## config.mk

```make
export PLATFORM = sky130hd
export DESIGN_NAME = afe_flag_queue
export DESIGN_NICKNAME = d
export VERILOG_FILES = /design/src/rtl/afe_flag_queue.sv
export SDC_FILE = /design/constraint.sdc
export NUM_CORES = 1
export LEC_CHECK = 0
export CAP_MARGIN = 20
export CORE_MARGIN = 3
export CORE_UTILIZATION = 55
export DETAILED_ROUTE_END_ITERATION = 12
export PLACE_DENSITY = 0.88
export SYNTH_ARGS = -nofsm -noshare
export SYNTH_HDL_FRONTEND = slang
export SYNTH_SLANG_ARGS = --single-unit
```

## constraint.sdc

```tcl
create_clock -name clk_i -period 4.75 [get_ports clk_i]
set_input_delay 0.475 -clock clk_i [delete_from_list [all_inputs] [get_ports clk_i]]
set_output_delay 0.475 -clock clk_i [all_outputs]
set_load 0.01 [all_outputs]
```

## src/rtl/afe_flag_queue.sv

```systemverilog
// rtl/afe_flag_queue.sv - flag record FIFO with per-channel mask, coalesced event and overflow count
module afe_flag_queue #(
    parameter int NUM_CHS    = 8,
    parameter int CHID_WIDTH = 4,
    parameter int FLAG_WIDTH = 4,
    parameter int PTR_WIDTH  = 16,
    parameter int FIFO_DEPTH = 4,
    parameter int CNT_WIDTH  = 6
) (
    input  logic                          clk_i,
    input  logic                          rst_i,
    input  logic                          cfg_en_i,
    input  logic [NUM_CHS*FLAG_WIDTH-1:0] cfg_flag_mask_i,
    input  logic [CNT_WIDTH-1:0]          cfg_evt_thresh_i,
    input  logic                          cfg_clr_i,
    input  logic                          smpl_valid_i,
    input  logic [CHID_WIDTH-1:0]         smpl_chid_i,
    input  logic [FLAG_WIDTH-1:0]         smpl_flags_i,
    input  logic [PTR_WIDTH-1:0]          smpl_wr_ptr_i,
    output logic                          flag_valid_o,
    input  logic                          flag_ready_i,
    output logic [31:0]                   flag_data_o,
    output logic                          event_o,
    output logic [CNT_WIDTH-1:0]          evt_cnt_o,
    output logic [CNT_WIDTH-1:0]          ovfl_cnt_o,
    output logic [$clog2(FIFO_DEPTH):0]   fifo_level_o
);
    localparam int AW = $clog2(FIFO_DEPTH);
    localparam int LW = AW + 1;
    localparam logic [0:0] ST_ARMED = 1'b0;
    localparam logic [0:0] ST_FIRED = 1'b1;
    localparam logic [CNT_WIDTH-1:0] CNT_MAX = '1;

    logic [31:0]          mem_q [FIFO_DEPTH];
    logic [AW-1:0]        rd_q, rd_d, wr_q, wr_d;
    logic [LW-1:0]        lvl_q, lvl_d;
    logic [0:0]           state_q, state_d;
    logic                 event_q, event_d;
    logic [CNT_WIDTH-1:0] evt_cnt_q, evt_cnt_d, ovfl_q, ovfl_d;

    logic [FLAG_WIDTH-1:0] mask_sel;
    logic                  chid_ok, hit, empty, full, pop, push, drop;
    logic [31:0]           rec;
    logic [CNT_WIDTH-1:0]  thr, base, cnt_n;
    logic                  armed, fire;

    always_comb begin
        mask_sel = '0;
        for (int c = 0; c < NUM_CHS; c++) begin
            if (32'(smpl_chid_i) == c) mask_sel = cfg_flag_mask_i[c*FLAG_WIDTH +: FLAG_WIDTH];
        end
    end

    assign chid_ok = 32'(smpl_chid_i) < NUM_CHS;
    assign hit     = cfg_en_i & smpl_valid_i & chid_ok & (|(smpl_flags_i & mask_sel));
    assign empty   = (lvl_q == '0);
    assign full    = (lvl_q == LW'(FIFO_DEPTH));
    assign pop     = ~empty & flag_ready_i;
    assign push    = hit & (~full | pop);
    assign drop    = hit & full & ~pop;
    assign rec     = {8'(smpl_chid_i), 8'(smpl_flags_i), 16'(smpl_wr_ptr_i)};

    always_comb begin
        rd_d  = pop  ? rd_q + 1'b1 : rd_q;
        wr_d  = push ? wr_q + 1'b1 : wr_q;
        lvl_d = lvl_q;
        if (push && !pop) lvl_d = lvl_q + 1'b1;
        else if (pop && !push) lvl_d = lvl_q - 1'b1;
    end

    // A clear restarts the count from zero in the same cycle, so a coincident pop counts as 1.
    always_comb begin
        thr       = (cfg_evt_thresh_i == '0) ? CNT_WIDTH'(1) : cfg_evt_thresh_i;
        base      = cfg_clr_i ? '0 : evt_cnt_q;
        armed     = cfg_clr_i | (state_q == ST_ARMED);
        cnt_n     = (base == CNT_MAX) ? base : base + 1'b1;
        fire      = pop & armed & (cnt_n >= thr) & ~event_q;
        evt_cnt_d = pop ? cnt_n : base;
        event_d   = fire;
        state_d   = state_q;
        if (fire) state_d = ST_FIRED;
        else if (cfg_clr_i) state_d = ST_ARMED;
        ovfl_d = cfg_clr_i ? '0 : ovfl_q;
        if (drop && ovfl_d != CNT_MAX) ovfl_d = ovfl_d + 1'b1;
    end

    always_ff @(posedge clk_i) begin
        if (push) mem_q[wr_q] <= rec;
    end

    always_ff @(posedge clk_i) begin
        if (rst_i) begin
            rd_q      <= '0;
            wr_q      <= '0;
            lvl_q     <= '0;
            state_q   <= ST_ARMED;
            event_q   <= 1'b0;
            evt_cnt_q <= '0;
            ovfl_q    <= '0;
        end else begin
            rd_q      <= rd_d;
            wr_q      <= wr_d;
            lvl_q     <= lvl_d;
            state_q   <= state_d;
            event_q   <= event_d;
            evt_cnt_q <= evt_cnt_d;
            ovfl_q    <= ovfl_d;
        end
    end

    assign flag_valid_o = ~empty;
    assign flag_data_o  = empty ? 32'h0 : mem_q[rd_q];
    assign event_o      = event_q;
    assign evt_cnt_o    = evt_cnt_q;
    assign ovfl_cnt_o   = ovfl_q;
    assign fifo_level_o = lvl_q;
endmodule

```

==> run_1/final_clocks.png <==
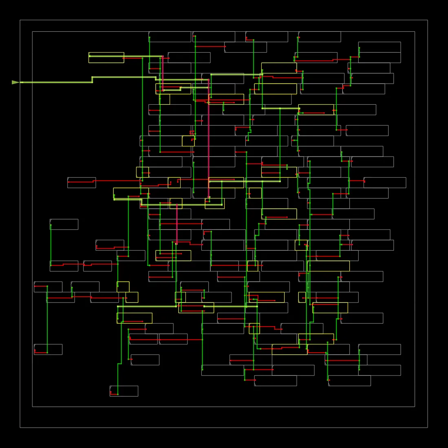
largest clock skew in the final design: 0.00772 ns
Num Clock Sinks: 119
Clock Power: 1.25 mW
clock buffers: 17

==> run_1/port_nets.png <==
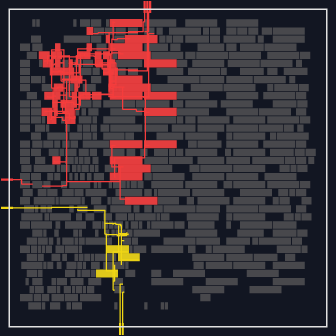
[yellow] fifo_level_o | bits: 3 | direction: output | end cells: 3 | buffers: 3 | wire: 160 um
[red] smpl_chid_i | bits: 4 | direction: input | end cells: 63 | buffers: 6 | wire: 657 um

==> notes.md, run 1 <==
Numbers from the implementation run.

The buffer depth of the longest clock path is 2. The worst register-to-register path begins at evt_cnt_o[0]. In this run the top signal layer used is met4. The number of buffers inserted by post-CTS setup repair is 0.

The final weighted congestion of routability-driven global placement is 0.825. Combinational logic burns 19.8% of the power. The pre-CTS setup slack is about 0.49 ns. The data-path buffer share of cell area in the final layout is 15.6%. Clock tree synthesis selected as its root buffer the cell sky130_fd_sc_hd__clkbuf_8.

In the global route stage, met3 resource usage came out at 7.23%. The met2 wire length is 6.08 mm. The timing report attributes the biggest portion of critical-path delay to simple AND/OR/NAND/NOR gates. The worst register-to-register path has a setup slack of 1.62 ns.

The number of antenna violations at the first check in global routing was 0. For this run, the script counts the antenna cells in the layout as 0. The number of fillers in the final layout is roughly 600. In the synthesized netlist the async set-or-reset flop fraction comes to 0%.

The initial cell density of the core is 56.7%. On the final layout, the worst hold slack is 0.501 ns. The longest incremental delay of any stage on the critical path is reported as around 0.72 ns. The critical path endpoint has a required time of 5.17 ns. The slew at the pin closest to its max-slew limit is around 0.84 ns. Of the total synthesized cell area, the portion taken by AND-OR and OR-AND cells is 7.23%. The worst slew margin relative to its limit is 43.7%.

The CTS buffer count is 17. The internal power is approximately 2.3 mW. Sorting the Yosys area breakdown by cell type puts at the top sky130_fd_sc_hd__edfxtp_1. The number of non-filler instances in the completed layout is 662.

The number of search-and-repair iterations in the first detailed-routing pass is 5. For this design the top-level I/O count stands at 117. The tally of yosys warning messages is 0. Once placement completed, the tool counted placed cells totaling approximately 630.

The share of total power consumed by net switching is 26.1%. The main area contributors are sky130_fd_sc_hd__edfxtp_1 (52%), sky130_fd_sc_hd__mux4_2 (9.8%), sky130_fd_sc_hd__dfxtp_1 (8.3%). The sum of negative setup slack is 0 ns. Per the detail_route report, routed wire per instance is around 18 um.

Global routing used 38.0% of the available met2 tracks. The flow ran to the end, and the final reports show no timing, DRC or antenna violations. The top logic cell by instance count in the layout is sky130_fd_sc_hd__clkdlybuf4s50_1. Buffers inserted to repair hold after CTS numbered 0.

Per the post-route antenna check, the number of violating nets is 0. The detailed router placed 3730 vias in this run. Looking at the hold checks, the worst path lands on wr_q[1]. The report lists the number of standard-cell rows as 36.

Per the OpenROAD floorplan log, the width of the die is between 100 and 150 um. After layout the clock buffers and inverters come to 7.94% of cell area. The total routing resource utilization after global routing is around 23%. Cells with a size suffix above 1 make up 14.6% of the layout. Of all nets on the critical path, the largest fanout is 19. Measured along the y axis, the die boundary spans between 100 and 150 um. The met1 usage in global routing is 27.6%. The multi-input combinational cells in the finished layout cover a total of ~2000 um2.

The maximum number of pins on one net before global-route repair is 27. The number of H-tree branching levels is 4. The post-placement cell area is 6720 um2.

The run reported a max-capacitance violation count of 0. The overall power consumption is between 3 and 4 mW. The clock tree from TritonCTS is done.

The yosys-reported design area after synthesis is 5540 um2. The hold violation total from the final report is 0. The switching component of the power was reported as 0.796 mW.

In this run, synthesis inferred about 96 flip-flops with an integrated enable. After synthesis the cells add up to 5540 um2. Multi-input logic gates represent a cell area share of 27.5%. The final tally of max-slew violations is 0. The count of plain and timing-repair buffers in the layout is about 120. The global-route wire length before repair is 19.5 mm. The report lists the cells along the critical path as clkdlybuf4s50_1 -> or3b_4 -> a21oi_1 -> a31oi_1 -> a211oi_2 -> nor4_2 -> buf_4 -> nor3_2 -> ha_1 -> inv_1 -> fa_1 -> xor2_1 -> or3_1 -> a21oi_1. The floorplan core area is between 9000 and 10000 um2. The sequential cell count of the final layout is roughly 120. The number of multi-input logic gates is about 250.

The flow inserted 133 tap cells. The nature of the critical path startpoint is a primary input. In this run, the number of DRC markers left after iteration 0 of detailed routing was 210. Gates resized during post-CTS repair numbered 0. Synthesis produced 403 cells.
==> run_1/registers.png <==
Scale bar: 20 um.
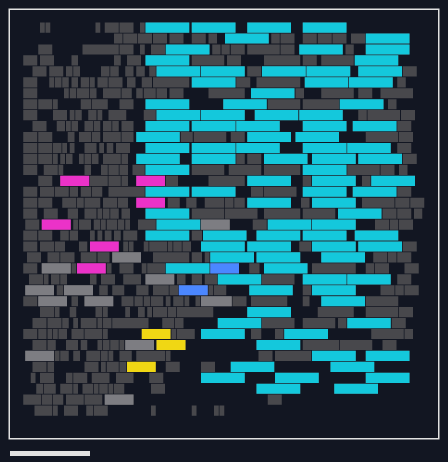
[yellow] fifo_level_o | sequential cells: 3
[blue] rd_q | sequential cells: 2
[cyan] mem_q | sequential cells: 96
[magenta] ovfl_cnt_o | sequential cells: 6 | where: west
not colored: 12
power attributed to sequential cells: 1.21 mW
core utilization of the finished layout: 74.6%
FF/Latch Area: 3340 um2
proportion of cell area occupied by registers: 45.8%

-- run 1: worst max-delay path by stage --
stage | slack [ns] | depth (start not counted) | end | startpoint
after floorplan | 1.64 | 13 | fifo_level_o[2] | smpl_chid_i[1]
after global placement | 0.67 | 14 | fifo_level_o[2] | smpl_chid_i[0]
after detailed placement | 0.49 | 14 | fifo_level_o[2] | smpl_chid_i[0]
after CTS | 0.99 | 14 | fifo_level_o[2] | smpl_chid_i[2]
after global routing | 0.70 | 15 | fifo_level_o[2] | smpl_chid_i[0]
final | 0.95 | 14 | fifo_level_o[2] | smpl_chid_i[0]
-- run 1: registers in the layout, summed over array words and instances (netlist names), named ones only --
signal and flops:
fifo_level_o 3, mem_q 96, ovfl_cnt_o 6, wr_q 2
event_o 1, state_q 1, evt_cnt_o 6, rd_q 2
==> run_1/metal_stack.png <==
Scale bar: 20 um.
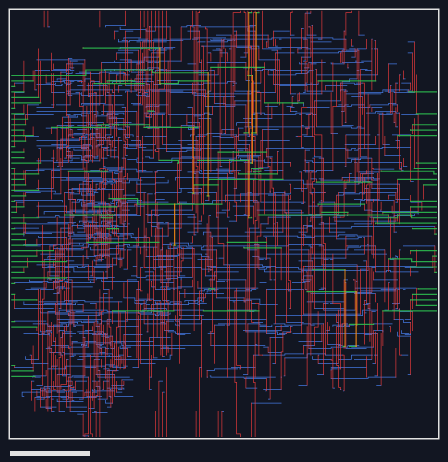

==> inputs of run 2 (changes only) <==
--- a/config.mk
+++ b/config.mk
@@ -7,9 +7,9 @@
 export LEC_CHECK = 0
 export CAP_MARGIN = 20
 export CORE_MARGIN = 3
-export CORE_UTILIZATION = 55
+export CORE_UTILIZATION = 51
 export DETAILED_ROUTE_END_ITERATION = 12
-export PLACE_DENSITY = 0.88
+export PLACE_DENSITY = 0.83
 export SYNTH_ARGS = -nofsm -noshare
 export SYNTH_HDL_FRONTEND = slang
 export SYNTH_SLANG_ARGS = --single-unit
==> constraint.sdc (replaced) <==
create_clock -name clk_i -period 3.8 [get_ports clk_i]
set_input_delay 0.38 -clock clk_i [delete_from_list [all_inputs] [get_ports clk_i]]
set_output_delay 0.38 -clock clk_i [all_outputs]
set_load 0.01 [all_outputs]
==> run_2/metal_stack.png <==
Scale bar: 20 um.
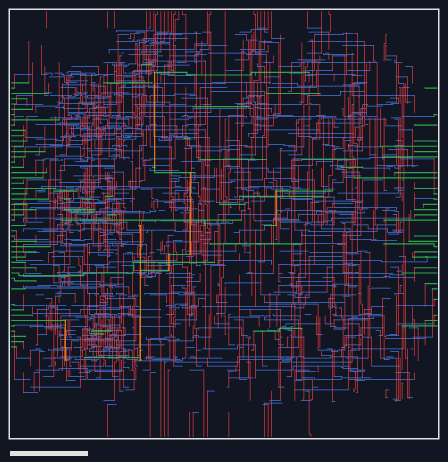
[blue] met1 | wire length: 4990 um
[orange] met4 | wire length: 103 um
[green] met3 | wire length: 781 um
[red] met2 | wire length: 6100 um
vias after detailed routing: 3726
WL per Instance: 17.9 um

==> run_2/final_clocks.png <==
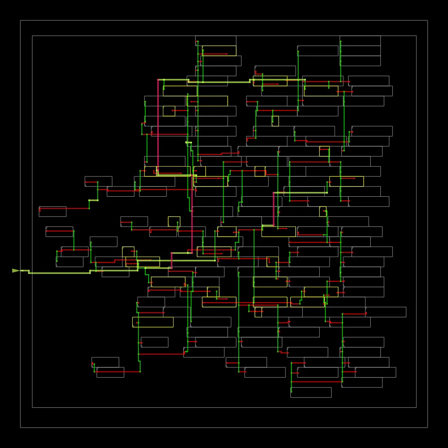
clock buffer count from CTS: 17
Clock Power: 1.49 mW
layout sequential cell count: 119
latest clock arrival within the worst-skew pair: 0.50 ns
largest clock skew in the final design: 0.00735 ns

==> run 2 against run 1 <==
  * Combinational power is 27% higher
  * Critical path type unchanged
  * Count of clock-buffer cells in the layout stayed put
  * Clock power is 19% higher
  * Die area is 7.4% higher
==> notes.md, run 2 <==
Numbers from the implementation run.

The clock tree from TritonCTS was done (unchanged). The floorplan core area is 10500 um2 (was 9770 um2). The cell total after placement is 640 (was 630). The met1 usage in global routing is 26.8% (was 27.6%). The nature of the critical path startpoint was a primary input (unchanged).

The count of instances resized after the clock tree is built is 0 (unchanged). The slew at the pin closest to its max-slew limit is 0.875 ns (was 0.843 ns). The met2 track demand over resource in global routing is 35.5% (was 38.0%). The number of maximum-capacitance constraint violations is 0 (unchanged). The met2 wire length is 6.10 mm (was 6.08 mm). The overall die width is 110 um (was 106 um).

The global-route wire length before repair is 19.1 mm (was 19.5 mm). The endpoint of the worst hold path is mem_q[2][0] (was wr_q[1]). The endpoint of the most critical setup path is fifo_level_o[2] (unchanged). The number of antenna violations at the first check in global routing came to 0 (unchanged). The number of buffer and inverter stages on the critical path came to 3 (unchanged). The number of buffers inserted by post-CTS setup repair was 0 (unchanged). The logic depth of the worst setup path including buffers was 14 (unchanged). The top cell family by delay on the critical path is buffers and inverters (was simple AND/OR/NAND/NOR gates). The peak per-stage delay on the critical path is 0.78 ns (was 0.72 ns). The share of post-route cells with drive strength above 1 was 15.5% (was 14.6%).

Main area contributors after synthesis: sky130_fd_sc_hd__edfxtp_1 (52%), sky130_fd_sc_hd__mux4_2 (9.8%), sky130_fd_sc_hd__dfxtp_1 (8.3%) (unchanged). The buffer depth of the longest clock path was 2 (unchanged). The number of I/O pins came to 117 (unchanged).

The post-placement cell area came to 6800 um2 (was 6720 um2). The global routing usage on met3 is 6.23% (was 7.23%). The final antenna-violating net count is 0 (unchanged). The number of H-tree branching levels is 4 (unchanged).

The total routing resource utilization after global routing was 21.0% (was 22.6%). The final tally of max-slew violations is 0 (unchanged). The top register by number of flip-flops is mem_q (unchanged). The overall power consumption is 3.77 mW (was 3.06 mW).

The number of fillers in the final layout is 759 (was 601). The tally of yosys warning messages was 0 (unchanged). The dominant cell type by area after synthesis is sky130_fd_sc_hd__edfxtp_1 (unchanged).

The hold violation total from the final report was 0 (unchanged). The number of non-filler instances in the completed layout is 671 (was 662). The maximum fanout count along the critical path came to 15 (was 19). The internal power came to 2.82 mW (was 2.26 mW). The post-route worst hold slack was 0.503 ns (was 0.501 ns). Crit path cell chain: clkdlybuf4s50_1 -> buf_4 -> nor2_1 -> o21ai_0 -> a31oi_1 -> a211oi_2 -> nor4_2 -> nor3_2 -> ha_1 -> inv_1 -> fa_1 -> xor2_1 -> or3_1 -> a21oi_1 (was clkdlybuf4s50_1 -> or3b_4 -> a21oi_1 -> a31oi_1 -> a211oi_2 -> nor4_2 -> buf_4 -> nor3_2 -> ha_1 -> inv_1 -> fa_1 -> xor2_1 -> or3_1 -> a21oi_1). The maximum number of pins on one net before global-route repair is 27 (unchanged). The library cell used as clock root buffer is sky130_fd_sc_hd__clkbuf_8 (unchanged). The number of flops mapped to enable cells by yosys is 96 (unchanged). The net load switching power is 0.948 mW (was 0.796 mW).

The number of search-and-repair iterations in the first detailed-routing pass was 7 (was 5). The count of inserted antenna diode cells was 0 (unchanged). Result of the run: finished, final reports clean (unchanged). The post-synthesis share of cell area spent on and-or and or-and gates came to 7.23% (unchanged). The final weighted congestion of routability-driven global placement is 0.901 (was 0.825).

The pre-CTS setup slack is 0.140 ns (was 0.490 ns). The total number of placement rows is 37 (was 36). The quantity of hold-fixing buffers added after cts is 0 (unchanged). The gate count after technology mapping is 403 (unchanged). The top metal layer carrying routed signals is met4 (unchanged).

The area of combinational cells with multiple inputs is 2000 um2 (unchanged). The worst slew margin relative to its limit is 41.7% (was 43.7%). The register-to-register setup slack is 0.67 ns (was 1.62 ns). The number of DRC markers after the initial detailed-route iteration is 201 (was 210).

The required time of the worst setup path is 4.21 ns (was 5.17 ns).
[run 2: power groups by stage]
stage,clock (mW),sequential (mW),combinational [mW]
final,1.49,1.50,0.772
after global routing,1.58,1.52,0.839
after CTS,1.52,1.51,0.782
after detailed placement,0,1.53,0.776
after global placement,0,1.53,0.758
after floorplan,0,1.50,0.433
[run 2: layout make-up]
type                       instances  area share [%]
inverter                          16           0.816
clock inverter                    14            2.06
sequential                       119            45.4
timing repair buffer             123            16.6
multi-input combinational        246            27.2
tap                              136            2.31
clock buffer                      17            5.63
[run 2: worst reg2reg max path: cells and delay by family, from the launching register on]
kind,cells,cell delay [ns]
AND-OR/OR-AND,7,1.28
adder cells (fa/ha/maj),2,0.53
flip-flops,1,0.39
AND/OR/NAND/NOR,4,0.80
==> inputs of run 3 (changes only) <==
--- a/config.mk
+++ b/config.mk
@@ -8,6 +8,7 @@
 export CAP_MARGIN = 20
 export CORE_MARGIN = 3
 export CORE_UTILIZATION = 51
+export CTS_CLUSTER_SIZE = 28
 export DETAILED_ROUTE_END_ITERATION = 12
 export PLACE_DENSITY = 0.83
 export SYNTH_ARGS = -nofsm -noshare
==> run_3/port_nets.png <==
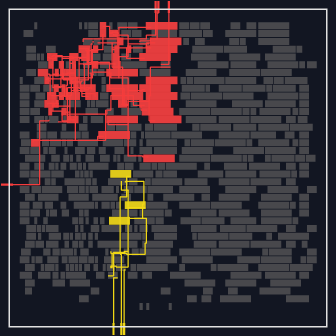
[red] smpl_chid_i | bits: 4 | direction: input | end cells: 63 | buffers: 9 | wire: 781 um
[yellow] fifo_level_o | bits: 3 | direction: output | end cells: 3 | buffers: 3 | wire: 211 um

==> run_3/registers.png <==
Scale bar: 20 um.
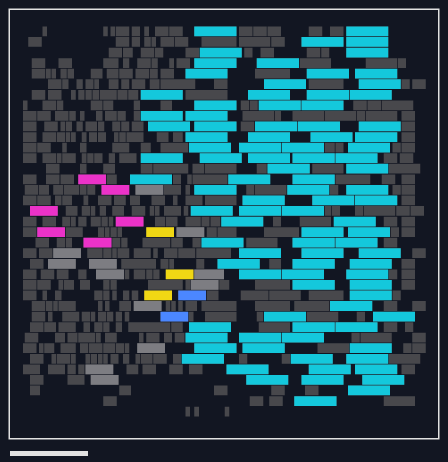
[blue] rd_q | sequential cells: 2
[cyan] mem_q | sequential cells: 96
[yellow] fifo_level_o | sequential cells: 3
[magenta] ovfl_cnt_o | sequential cells: 6 | where: west
not colored: 12
core utilization of the finished layout: 70.4%
power attributed to sequential cells: 1.50 mW

==> run 3 against run 2 <==
  * Final area is the same
  * Highest routed layer unchanged
  * Register-to-register slack is essentially flat
  * Critical endpoint unchanged
  * Hold slack is the same
==> notes.md, run 3 <==
Numbers from the implementation run.

The number of fillers in the final layout came to 759 (unchanged). The half-perimeter wire length after detailed placement is 8.19 mm (unchanged). The required time of the worst setup path is 4.21 ns (about the same).

The average instance area after synthesis came to 13.8 um2 (unchanged). The design area came to 7360 um2 (unchanged). The number of H-tree branching levels came to 4 (unchanged).

The initial cell density of the core is 53.0% (unchanged). The number of endpoints failing setup at the final stage is 0 (unchanged). The maximum number of pins on one net before global-route repair is 27 (unchanged).

The quantity of hold-fixing buffers added after cts came to 0 (unchanged). The worst-case setup margin in the final layout is 0.566 ns (unchanged). The number of DRC markers after the initial detailed-route iteration is 201 (unchanged).

The die outline area is 12200 um2 (unchanged). The cell total after placement is 640 (unchanged). The sum of negative setup slack is 0 ns (unchanged).

The power per cell area is 512 nW/um2 (unchanged). The tally of yosys warning messages came to 0 (unchanged). The launching instance or port of the critical path is smpl_chid_i[0] (unchanged).

The routed wire length came to 12.0 mm (unchanged). The endpoint of the most critical setup path is fifo_level_o[2] (unchanged). The number of search-and-repair iterations in the first detailed-routing pass was 7 (unchanged). The number of flip-flops under the largest register name is 96 (unchanged). The data arrival time at the worst-slack endpoint came to 3.64 ns (about the same). The final tally of max-slew violations is 0 (unchanged). The post-placement cell area is 6800 um2 (unchanged). The clock tree from TritonCTS is done (unchanged). The fraction of the cycle the final worst path needs was 85.1% (unchanged). The global-route wire length before repair was 19.1 mm (unchanged).

The area fraction in mux cells is 11.1% (unchanged). Main area contributors after synthesis: sky130_fd_sc_hd__edfxtp_1 (52%), sky130_fd_sc_hd__mux4_2 (9.8%), sky130_fd_sc_hd__dfxtp_1 (8.3%) (unchanged). The worst min-delay path category is primary input to flip-flop (unchanged). The logic depth of the worst setup path including buffers was 14 (unchanged). The post-route DRC violation count is 0 (unchanged). The area added between synthesis and finish came to 32.9% (unchanged). The total routing resource utilization after global routing is 21.0% (unchanged). The number of I/O pins is 117 (unchanged). RSZ-0062 raised after global routing: false (unchanged).

The count of inserted antenna diode cells is 0 (unchanged). The post-synthesis share of cell area spent on and-or and or-and gates is 7.23% (unchanged). Leading cell types by count after synthesis: sky130_fd_sc_hd__edfxtp_1 (96), sky130_fd_sc_hd__and2_1 (29), sky130_fd_sc_hd__mux4_2 (24), sky130_fd_sc_hd__dfxtp_1 (23), sky130_fd_sc_hd__nor2_1 (20) (unchanged).

The average routed wire per standard cell came to 17.9 um (unchanged). The post-route worst hold slack is 0.503 ns (unchanged). The type of destination of the critical path is a flip-flop (unchanged). The endpoint of the worst hold path is mem_q[2][0] (unchanged). The vertical die size is 110 um (unchanged). The maximum fanout count along the critical path was 15 (unchanged). The number of maximum-capacitance constraint violations is 0 (unchanged). The ratio of routed vias to standard cells is 5.55 (unchanged).

The top cell family by delay on the critical path is buffers and inverters (unchanged). The hold violation total from the final report is 0 (unchanged). The post-synth design cell area is 5540 um2 (unchanged). The CTS buffer count is 17 (unchanged). The worst flop-to-flop path endpoint is state_q (unchanged). The total via count after detailed routing came to 3726 (unchanged). The share of synthesized registers carrying an async set or reset is 0% (unchanged). The slew at the pin closest to its max-slew limit is 0.875 ns (unchanged).

The final net count is 605 (unchanged). The xor-xnor portion of the synthesized cell area was 1.11% (unchanged). The nature of the critical path startpoint is a primary input (unchanged). The library cell used as clock root buffer is sky130_fd_sc_hd__clkbuf_8 (unchanged). The number of distinct library cells after synthesis was 56 (unchanged). The final antenna-violating net count is 0 (unchanged). The pre-CTS setup slack came to 0.140 ns (unchanged).

The overall power consumption is 3.77 mW (unchanged). The buffer depth of the longest clock path is 2 (unchanged). The flop and latch count out of synthesis is 119 (unchanged).

The peak clock frequency supported by timing is 309 MHz (unchanged). The maximum ir drop on the vdd rail came to 0.308 mV (unchanged). The worst slew margin relative to its limit is 41.7% (unchanged). The type of the worst setup path is primary input to flip-flop (unchanged). The register clock-pin slew on the reported worst setup and hold paths is 0.06 ns (about the same). The reg-to-reg startpoint is evt_cnt_o[0] (unchanged). The total number of placement rows was 37 (unchanged). The share of post-route cells with drive strength above 1 is 15.5% (unchanged). The final weighted congestion of routability-driven global placement is 0.901 (unchanged).

The maximum clock skew at final layout was 0.00735 ns (unchanged). The count of instances resized after the clock tree is built came to 0 (unchanged). The number of non-filler instances in the completed layout is 671 (unchanged).

The worst reg-to-reg path cell count is 13 (unchanged). The yosys-reported design area after synthesis is 5540 um2 (unchanged). The number of flops mapped to enable cells by yosys is 96 (unchanged). The adder and majority gate portion of the synthesized area is 3.30% (unchanged). The share of the synthesized area in the top cell type is 52.0% (unchanged). The number of antenna violations at the first check in global routing is 0 (unchanged).

The leftover overflow at the end of global routing is 0 (unchanged). The most instantiated flip-flop cell in the synthesis netlist is sky130_fd_sc_hd__edfxtp_1 (unchanged). Crit path cell chain: clkdlybuf4s50_1 -> buf_4 -> nor2_1 -> o21ai_0 -> a31oi_1 -> a211oi_2 -> nor4_2 -> nor3_2 -> ha_1 -> inv_1 -> fa_1 -> xor2_1 -> or3_1 -> a21oi_1 (unchanged). The gate count after technology mapping was 403 (unchanged). Most instantiated logic cells after routing: sky130_fd_sc_hd__clkdlybuf4s50_1 (108), sky130_fd_sc_hd__edfxtp_1 (96), sky130_fd_sc_hd__and2_1 (29) (unchanged). The top logic cell by instance count in the layout was sky130_fd_sc_hd__clkdlybuf4s50_1 (unchanged).

The number of sinks handled by clock tree synthesis is 119 (unchanged). The main kind of combinational logic by area is simple AND/OR/NAND/NOR gates (unchanged). The number of buffers inserted by post-CTS setup repair came to 0 (unchanged).

The dominant cell type by area after synthesis is sky130_fd_sc_hd__edfxtp_1 (unchanged). The synthesized-area fraction occupied by and/or/nand/nor cells is 12.9% (unchanged). The total of buffers placed on input and output ports was 108 (unchanged). The worst min-delay path startpoint is smpl_wr_ptr_i[0] (unchanged). The number of cells in Yosys stat is 403 (unchanged).

The top register by number of flip-flops is mem_q (unchanged). The floorplan core area came to 10500 um2 (unchanged). Result of the run: finished, final reports clean (unchanged). The leakage dissipation is 2.58 nW (unchanged). The overall die width is 110 um (unchanged). The final critical path time including I/O delays and setup is 3.23 ns (unchanged). The worst hold path stage count came to 1 (unchanged). The number of buffer and inverter stages on the critical path is 3 (unchanged). The number of global-route vias before repair was 3844 (unchanged). The most numerous cell in the Yosys netlist is sky130_fd_sc_hd__edfxtp_1 (unchanged).

The slowest library cell on the worst path is sky130_fd_sc_hd__clkdlybuf4s50_1 (unchanged). The register-to-register setup slack is 0.67 ns (about the same). The post-synthesis sequential area ratio is 60.3% (unchanged).

The clock latency on the worst-skew pair came to 0.50 ns (about the same). The peak per-stage delay on the critical path is 0.78 ns (about the same). The warning total across the stage logs was 29 (unchanged).
## run 3: layer usage
| layer | share of wire [%] | wire length [um] | track usage, % |
|---|---|---|---|
| met3 | 6.5 | 781 | 6.23 |
| met1 | 42 | 4990 | 26.8 |
| met4 | 0.86 | 103 | 4.84 |
| met5 | 0 | 0 | 0 |
| met2 | 51 | 6100 | 35.5 |
## run 3: report_power, final
part	switching (mW)	internal, mW
sequential	0.0618	1.44
clock	0.560	0.931
combinational	0.326	0.446
total	0.948	2.82
## run 3: cell type report
class                      count  area, um2  area share [%]
inverter                      16       60.1           0.816
tap                          136        170            2.31
clock inverter                14        151            2.06
timing repair buffer         123       1220            16.6
clock buffer                  17        414            5.63
sequential                   119       3340            45.4
multi-input combinational    246       2000            27.2

==> gallery <==
Cells by drive strength.
Scale bar: 20 um.
panel A
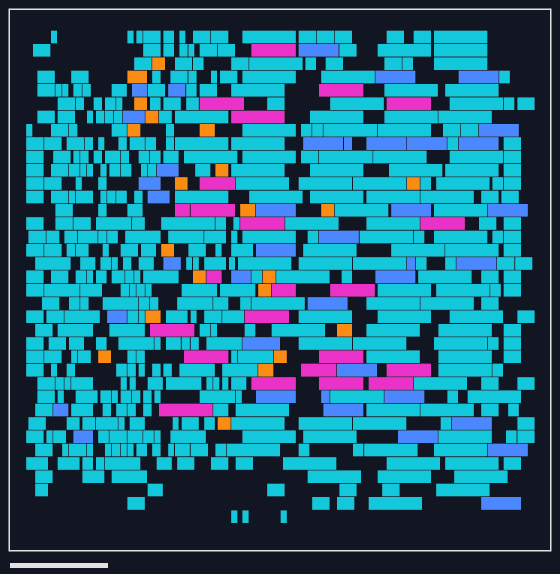
panel B
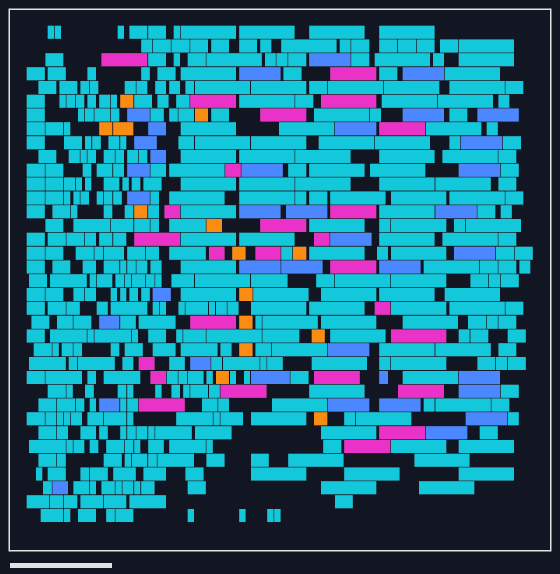
panel A: run 2
panel B: run 1

Power figures rest on the tool's default switching activity, not on a simulated workload.
